==> config.mk <==
export PLATFORM = sky130hd
export DESIGN_NAME = if_id_queue
export DESIGN_NICKNAME = d
export VERILOG_FILES = /design/src/rtl/if_id_queue.sv
export SDC_FILE = /design/constraint.sdc
export NUM_CORES = 1
export LEC_CHECK = 0
export CORE_MARGIN = 2
export CORE_UTILIZATION = 30
export DETAILED_ROUTE_END_ITERATION = 8
export DONT_BUFFER_PORTS = 1
export GPL_TIMING_DRIVEN = 0
export SLEW_MARGIN = 20
export SYNTH_ARGS = -nofsm -noshare
export SYNTH_HDL_FRONTEND = slang
export SYNTH_SLANG_ARGS = --single-unit
==> constraint.sdc <==
create_clock -name clk -period 3.05 [get_ports clk]
set_input_delay 0.915 -clock clk [delete_from_list [all_inputs] [get_ports clk]]
set_output_delay 0.915 -clock clk [all_outputs]
set_load 0.1 [all_outputs]
==> src/rtl/if_id_queue.sv <==
// if_id_queue: DEPTH-entry instruction queue between fetch and decode.
// Define PC_CAPTURE_EN to carry the fetch PC+4 alongside each entry.
module if_id_queue #(
  parameter int WIDTH    = 32,
  parameter int PC_WIDTH = 32,
  parameter int DEPTH    = 4,
  parameter logic [WIDTH-1:0] NOP = '0
) (
  input  logic                         clk,
  input  logic                         R,
  input  logic [WIDTH-1:0]             rom_instruction,
`ifdef PC_CAPTURE_EN
  input  logic [PC_WIDTH-1:0]          pc_plus_4,
`endif
  input  logic                         push,
  input  logic                         LE,
  input  logic                         flush,
  output logic [WIDTH-1:0]             instruction,
`ifdef PC_CAPTURE_EN
  output logic [PC_WIDTH-1:0]          next_pc,
`endif
  output logic                         valid,
  output logic                         full,
  output logic [$clog2(DEPTH+1)-1:0]   count,
  output logic                         overflow
);

  localparam int AW = $clog2(DEPTH);
  localparam int CW = $clog2(DEPTH + 1);

  if (DEPTH < 2 || (DEPTH & (DEPTH - 1)) != 0 || PC_WIDTH < 1)
  begin : g_bad_cfg
    $error("if_id_queue: DEPTH must be a power of 2 >= 2");
  end

  typedef struct packed {
`ifdef PC_CAPTURE_EN
    logic [PC_WIDTH-1:0] pc;
`endif
    logic [WIDTH-1:0]    insn;
  } entry_t;

  entry_t          mem [DEPTH];
  entry_t          wr_entry;
  entry_t          head;
  logic [AW-1:0]   wr_ptr;
  logic [AW-1:0]   rd_ptr;
  logic            pop;
  logic            push_ok;
  logic            drop;

  assign wr_entry.insn = rom_instruction;
`ifdef PC_CAPTURE_EN
  assign wr_entry.pc   = pc_plus_4;
`endif

  assign valid   = (count != '0);
  assign full    = (count == CW'(DEPTH));
  assign pop     = LE & valid;
  assign push_ok = push & ~flush & (~full | pop);
  assign drop    = push & ~flush & full & ~pop;

  // Head read is combinational; empty queue shows a bubble.
  always_comb begin
    head        = mem[rd_ptr];
    instruction = valid ? head.insn : NOP;
`ifdef PC_CAPTURE_EN
    next_pc     = valid ? head.pc : '0;
`endif
  end

  // Storage needs no reset: occupancy alone decides what is visible.
  always_ff @(posedge clk) begin
    if (push_ok)
      mem[wr_ptr] <= wr_entry;
  end

  // Pointers, occupancy and sticky overflow; flush empties in one edge.
  always_ff @(posedge clk or negedge R) begin
    if (!R) begin
      wr_ptr   <= '0;
      rd_ptr   <= '0;
      count    <= '0;
      overflow <= 1'b0;
    end else if (flush) begin
      rd_ptr   <= wr_ptr;
      count    <= '0;
      overflow <= 1'b0;
    end else begin
      if (push_ok)
        wr_ptr <= wr_ptr + 1'b1;
      if (pop)
        rd_ptr <= rd_ptr + 1'b1;
      unique case ({push_ok, pop})
        2'b10:   count <= count + 1'b1;
        2'b01:   count <= count - 1'b1;
        default: count <= count;
      endcase
      if (drop)
        overflow <= 1'b1;
    end
  end

endmodule

==> flow_summary.yaml <==
# implementation run metrics
timing:
  setup_violations: 31
  finalWorstSetupSlack_ns: -0.194
setup_path:
  r2r-end: "count[2]"
  end_kind: "output port"
  cp-endpoint: "valid"
  critPathTopFamily: "buffers and inverters"
cells_and_area:
  mi_logic_area_um2: 1530
  largest_register_ffs: 128
clock_tree:
  clkLatencyLatePin_ns: 0.41
  hold_buffers: 0
global_route:
  grt_pass1_vias: 2768
floorplan:
  ios: 75
  fp_util: 0.305
drt:
  wl_met3_um: 626
run_status:
  violations: "negative setup slack"
  status: "finished, violations left"
logic_synthesis:
  synth-seq-area-share: 0.739
  top_area_frac: 0.702
  postSynthCellCount: 269
place:
  place.detailed.hpwl_um: 6710
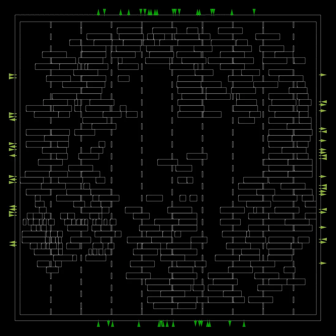
(images/placement.png)
Layout Cells excl Fill: 545
flop share of the area: 0.587
CORE AREA: 18000 µm²
FILL cells: 1636
flip-flops: 136

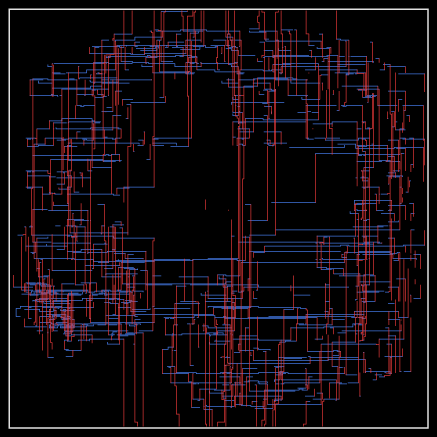
(images/wires.png)
Drawn at 3 px/µm. Two of the layers only.
legend:
  metal 2:
    color: red
    wire_length: 5550 µm
  metal 1:
    color: blue
    wire_length: 4380 µm

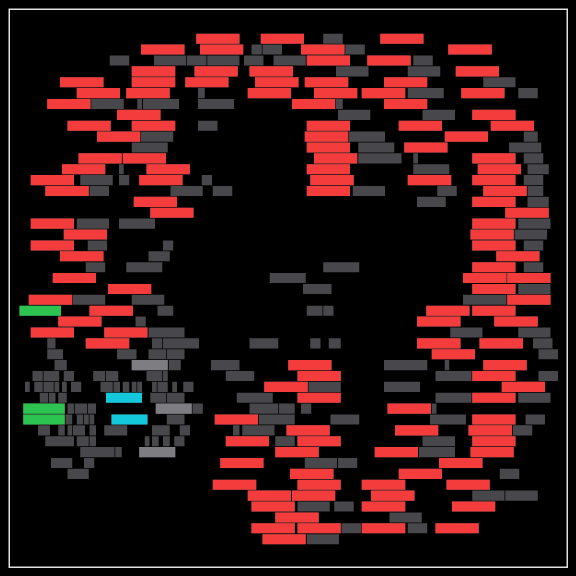
(images/flops_by_reg.png)
Drawn at 4 px/µm. Other sequential cells in the stronger gray, the rest of the logic in the fainter gray.
legend:
  rd_ptr:
    color: cyan
    sequential_cells: 2
  count:
    color: green
    sequential_cells: 3
  mem:
    color: red
    sequential_cells: 128
    where: spread over the die
not colored: 3

